==> config.mk <==
export PLATFORM = sky130hd
export DESIGN_NAME = ctrl_ajuste_hora
export DESIGN_NICKNAME = d
export VERILOG_FILES = /design/src/rtl/ctrl_ajuste_hora.sv
export SDC_FILE = /design/constraint.sdc
export NUM_CORES = 1
export LEC_CHECK = 0
export ABC_AREA = 1
export ABC_CLOCK_PERIOD_IN_PS = 1600
export CELL_PAD_IN_SITES_DETAIL_PLACEMENT = 1
export CELL_PAD_IN_SITES_GLOBAL_PLACEMENT = 1
export CORE_MARGIN = 4
export CORE_UTILIZATION = 37
export DETAILED_ROUTE_END_ITERATION = 12
export PLACE_DENSITY = 0.87
export REMOVE_ABC_BUFFERS = 1
export SETUP_SLACK_MARGIN = 0.05
export SLEW_MARGIN = 20
export SYNTH_ARGS = -nofsm -noshare
export SYNTH_HDL_FRONTEND = slang
export SYNTH_SLANG_ARGS = --single-unit
==> constraint.sdc <==
create_clock -name clkr -period 1.6 [get_ports clkr]
set_input_delay 0.4 -clock clkr [delete_from_list [all_inputs] [get_ports clkr]]
set_output_delay 0.4 -clock clkr [all_outputs]
set_load 0.01 [all_outputs]
==> src/rtl/ctrl_ajuste_hora.sv <==
// Time-setting controller: arbitrates button ticks, walks an hour/minute/second
// edit sequence on shadow registers, and strobes the timekeeper on commit.
// An edit left idle for TIMEOUT_CYC cycles is abandoned with a one-cycle abort.
//
// state   | meaning
// IDLE    | not editing; shadows hold their last value
// EDIT_H  | editing hour shadow
// EDIT_M  | editing minute shadow
// EDIT_S  | editing second shadow
// COMMIT  | one cycle, wr_en high, timekeeper loads set_*
module ctrl_ajuste_hora #(
  parameter int TIMEOUT_CYC = 50000000,
  parameter int TW          = 26
) (
  input  logic       clkr,
  input  logic       resetr,
  input  logic       tick_mode,
  input  logic       tick_next,
  input  logic       tick_up,
  input  logic       tick_down,
  input  logic [4:0] cur_hour,
  input  logic [5:0] cur_min,
  input  logic [5:0] cur_sec,
  output logic       edit_active,
  output logic [1:0] field_sel,
  output logic [4:0] set_hour,
  output logic [5:0] set_min,
  output logic [5:0] set_sec,
  output logic       wr_en,
  output logic       abort
);

  typedef enum logic [2:0] {
    IDLE   = 3'd0,
    EDIT_H = 3'd1,
    EDIT_M = 3'd2,
    EDIT_S = 3'd3,
    COMMIT = 3'd4
  } state_t;

  localparam logic [TW-1:0] TO_LAST = TW'(TIMEOUT_CYC - 1);

  state_t        state_q, state_d;
  logic [TW-1:0] cnt_q, cnt_d;
  logic [4:0]    hour_q, hour_d;
  logic [5:0]    min_q, min_d;
  logic [5:0]    sec_q, sec_d;
  logic          edit_q, edit_d;
  logic [1:0]    field_q, field_d;
  logic          wr_q, wr_d;
  logic          abort_q, abort_d;

  logic in_edit;
  logic acc_mode, acc_next, acc_up, acc_down, acc_any;
  logic expire;

  // Priority arbitration; only the winning tick is acted on, the rest are dropped
  always_comb begin
    in_edit  = (state_q == EDIT_H) || (state_q == EDIT_M) || (state_q == EDIT_S);
    acc_mode = tick_mode;
    acc_next = tick_next & ~tick_mode;
    acc_up   = tick_up & ~tick_mode & ~tick_next;
    acc_down = tick_down & ~tick_mode & ~tick_next & ~tick_up;
    acc_any  = in_edit & (acc_mode | acc_next | acc_up | acc_down);
    expire   = in_edit & ~acc_any & (cnt_q == TO_LAST);
  end

  // State register
  always_ff @(posedge clkr or posedge resetr) begin
    if (resetr) state_q <= IDLE;
    else        state_q <= state_d;
  end

  // Next-state logic
  always_comb begin
    state_d = state_q;
    case (state_q)
      IDLE:   if (tick_mode) state_d = EDIT_H;
      EDIT_H: if (acc_mode) state_d = COMMIT;
              else if (acc_next) state_d = EDIT_M;
              else if (expire) state_d = IDLE;
      EDIT_M: if (acc_mode) state_d = COMMIT;
              else if (acc_next) state_d = EDIT_S;
              else if (expire) state_d = IDLE;
      EDIT_S: if (acc_mode) state_d = COMMIT;
              else if (acc_next) state_d = EDIT_H;
              else if (expire) state_d = IDLE;
      COMMIT: state_d = IDLE;
      default: state_d = IDLE;
    endcase
  end

  // Inactivity counter: runs only while editing with no accepted tick
  always_comb begin
    cnt_d = '0;
    if (in_edit && !acc_any && !expire) cnt_d = cnt_q + TW'(1);
  end

  // Shadow time registers: load on edit entry, step the selected field on up/down
  always_comb begin
    hour_d = hour_q;
    min_d  = min_q;
    sec_d  = sec_q;
    if (state_q == IDLE && tick_mode) begin
      hour_d = (cur_hour > 5'd23) ? 5'd0 : cur_hour;
      min_d  = (cur_min > 6'd59) ? 6'd0 : cur_min;
      sec_d  = (cur_sec > 6'd59) ? 6'd0 : cur_sec;
    end else if (in_edit && (acc_up || acc_down)) begin
      case (state_q)
        EDIT_H: begin
          if (acc_up) hour_d = (hour_q == 5'd23) ? 5'd0 : hour_q + 5'd1;
          else        hour_d = (hour_q == 5'd0) ? 5'd23 : hour_q - 5'd1;
        end
        EDIT_M: begin
          if (acc_up) min_d = (min_q == 6'd59) ? 6'd0 : min_q + 6'd1;
          else        min_d = (min_q == 6'd0) ? 6'd59 : min_q - 6'd1;
        end
        EDIT_S: begin
          if (acc_up) sec_d = (sec_q == 6'd59) ? 6'd0 : sec_q + 6'd1;
          else        sec_d = (sec_q == 6'd0) ? 6'd59 : sec_q - 6'd1;
        end
        default: ;
      endcase
    end
  end

  // Output decode from the upcoming state so that all outputs leave flops
  always_comb begin
    edit_d  = (state_d == EDIT_H) || (state_d == EDIT_M) || (state_d == EDIT_S);
    field_d = 2'd0;
    case (state_d)
      EDIT_H:  field_d = 2'd1;
      EDIT_M:  field_d = 2'd2;
      EDIT_S:  field_d = 2'd3;
      default: field_d = 2'd0;
    endcase
    wr_d    = (state_d == COMMIT);
    abort_d = expire;
  end

  // Datapath and output registers
  always_ff @(posedge clkr or posedge resetr) begin
    if (resetr) begin
      cnt_q   <= '0;
      hour_q  <= '0;
      min_q   <= '0;
      sec_q   <= '0;
      edit_q  <= 1'b0;
      field_q <= 2'd0;
      wr_q    <= 1'b0;
      abort_q <= 1'b0;
    end else begin
      cnt_q   <= cnt_d;
      hour_q  <= hour_d;
      min_q   <= min_d;
      sec_q   <= sec_d;
      edit_q  <= edit_d;
      field_q <= field_d;
      wr_q    <= wr_d;
      abort_q <= abort_d;
    end
  end

  assign edit_active = edit_q;
  assign field_sel   = field_q;
  assign set_hour    = hour_q;
  assign set_min     = min_q;
  assign set_sec     = sec_q;
  assign wr_en       = wr_q;
  assign abort       = abort_q;

endmodule

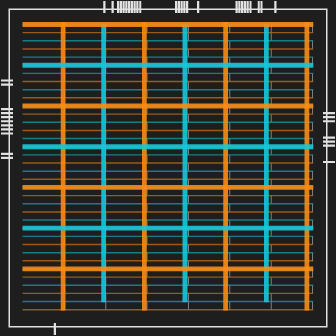
Fig. 1. PDN straps and rails.
Pins as bars on the die edge. Tap cells in gray.
- cyan: VDD
- orange: VSS
- rows: 35
- met5 straps: 7
- met1 rails: 36
- met4 straps: 7
- tap cells: 129
DIE WIDTH: 105 um
core footprint: 9240 um2

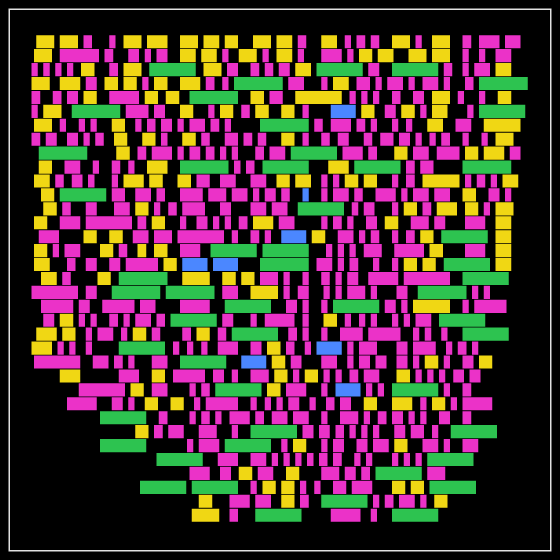
Fig. 2. Placement by cell class.
- green: sequential cells (cells 51; share of their area 24%)
- blue: clock drivers and dummy loads (cells 8; share of their area 1.8%)
- yellow: remaining buffers and delay cells (cells 146; share of their area 24%)
- magenta: combinational and other logic (cells 433; share of their area 51%)
flop share of the area: 23.1%
# rows: 35
fin util: 60.7%
final instance area: 5610 um2

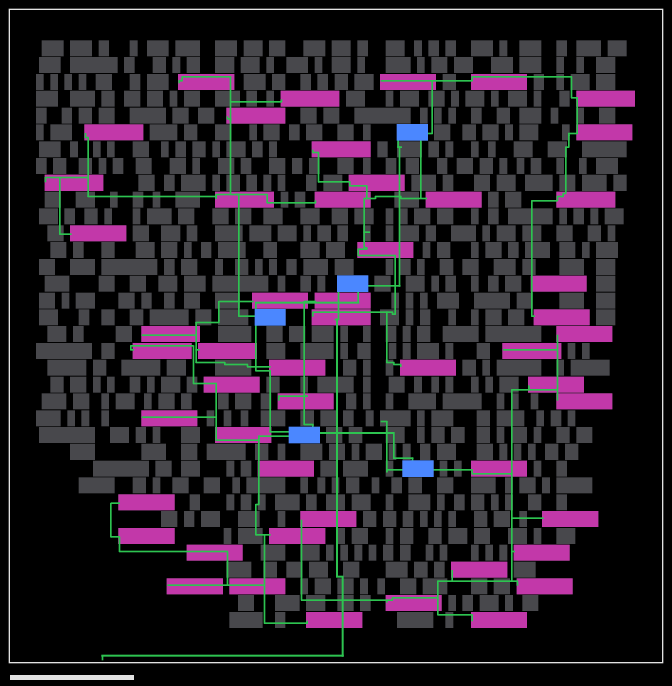
Fig. 3. Clock wires, drivers and flops.
Scale bar: 20 um.
- blue: clock drivers (count 5)
- magenta: flip-flops (count 51)
- green: clock wires (length 895 um)
- flops lie: all over the die

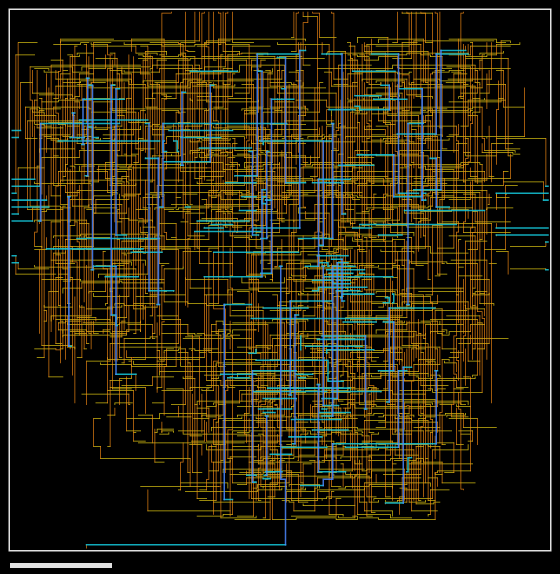
Fig. 4. Wiring by layer.
Scale bar: 20 um.
- orange: metal 2 (wire length 9160 um)
- cyan: metal 3 (wire length 1030 um)
- blue: metal 4 (wire length 1130 um)
- yellow: metal 1 (wire length 6700 um)

==> synth_stat cells, types with 2 or more instances <==
| cell type | n |
|---|---|
| o211ai_1 | 3 |
| nand3_2 | 5 |
| xor2_1 | 18 |
| a21oi_1 | 26 |
| nor3_1 | 13 |
| nor2_4 | 2 |
| buf_2 | 5 |
| nor3_4 | 2 |
| nand2_2 | 3 |
| nand3b_1 | 2 |
| nor2_1 | 71 |
| dfrtp_1 | 51 |
| nand4_1 | 13 |
| ha_1 | 9 |
| inv_1 | 61 |
| nor3b_1 | 2 |
| o21ai_1 | 2 |
| o21ai_0 | 42 |
| or2_2 | 3 |
| a31oi_1 | 8 |
| a21oi_2 | 2 |
| nand2_1 | 93 |
| nor2_2 | 2 |
| nand3_1 | 35 |
| xnor2_1 | 4 |
==> flow_metrics.py <==
# Generated from Yosys and OpenROAD reports
metrics = {
    "yosys": {
        "synthArstFlopShare_pct": 100,
        "synth_cells": 492,
        "ys_types": 40,
        "avgSynthCellArea_um2": 7.15,
        "mux_area_share_pct": 0,
        "synthAoiAreaFrac_pct": 14.2,
        "edf_count": 0,
        "xor_share_pct": 5.48,
        "ys.flop_type": "dfrtp_1",
        "yosys_cells": 492,
        "ys_sh_simple_pct": 32.6,
        "synthTopCellsByArea": "dfrtp_1 (36%), nand2_1 (9.9%), nor2_1 (7.6%), inv_1 (6.5%), o21ai_0 (6.0%)",
    },
    "final_layout": {
        "inverters_excl_clock": 64,
        "final_cell_mix": "buf_4 (85), nand2_1 (78), inv_1 (50)",
        "nClkBuffers": 8,
        "biggestCellCategory": "combinational gates",
        "area_growth_pct": 59.4,
        "comb_share_pct": 44.5,
        "layout.cells.non_filler": 767,
        "final_nets": 669,
        "logic_gate_count": 369,
        "drive_gt1_share_pct": 40.3,
        "diodes": 0,
        "buffer_area_share_pct": 23.1,
    },
    "cts": {
        "cts.root.buffer_cell": "clkbuf_8",
        "clkTransAtPathRegs_ps": 110,
        "cts-root-to-sink-buffers": 2,
        "clock-sinks": 51,
        "cts_resized": 117,
        "worstSkewPairLatency_ps": 320,
    },
    "power_and_ir_drop": {
        "leakage_nw": 2.48,
        "p_int_w": 0.00419,
        "power-top-group": "combinational logic",
        "ir_drop_v": 0.000897,
        "powerComb_w": 0.00509,
        "seq_power_share_pct": 24.2,
    },
    "grt": {
        "grt_antenna_before_repair": 0,
        "grt_util_all_layers_pct": 25.9,
        "grt_pass1_wl_um": 23200,
        "grtUsageMet1_pct": 30.5,
        "met2_usage_pct": 48.1,
        "grt_max_degree": 52,
        "grtUsageMet3_pct": 3.43,
    },
    "detailed_routing": {
        "first_pass_iters": 5,
        "wl_per_cell_um": 23.5,
        "ant_nets": 0,
        "via_count": 4508,
        "drc": 0,
        "avgViaCountPerCell": 5.88,
        "wl_met3_um": 1030,
    },
    "final_timing": {
        "tightest_slew_ps": 465,
        "final.min_clock_period_ps": 1800,
        "max_freq_ghz": 0.555,
        "hold_slack_ps": 458,
        "period_used_pct": 113,
        "relSlewSlack_pct": 68.7,
        "drv_slew": 0,
        "setup_viol": 38,
        "setup_ws_ps": -202,
    },
    "die": {
        "fp_util_pct": 38.1,
        "io_pins": 45,
        "tapCellCount": 129,
    },
    "job": {
        "max_cap_violations": 0,
        "tool_warnings": 32,
    },
    "placement": {
        "placed_area_um2": 4520,
        "dpl_worst_slack_ps": -563,
        "port_buffers": 44,
        "post-dp-hpwl_um": 9100,
    },
    "critical_path": {
        "r2r_cells": 7,
        "cp.arrival_ps": 2000,
        "cp-endpoint": "cnt_q[14]",
        "worstSetupStartpoint": "cnt_q[0]",
        "cp_top_family": "simple AND/OR/NAND/NOR gates",
        "crit_buf_inv": 1,
        "startpoint_type": "flop",
        "cp_cell_sequence": "ha_4, nand3_4, nor2_4, buf_4, nand2_2, nor3_1, a211oi_2",
        "reg2reg_slack_ps": -200,
        "cp.depth": 7,
    },
    "hold_path": {
        "hp-class": "in2async",
    },
    "run_status": {
        "violations": "negative setup slack",
        "outcome": "finished with violations",
    },
}
Power is estimated from default activity; no workload was simulated.
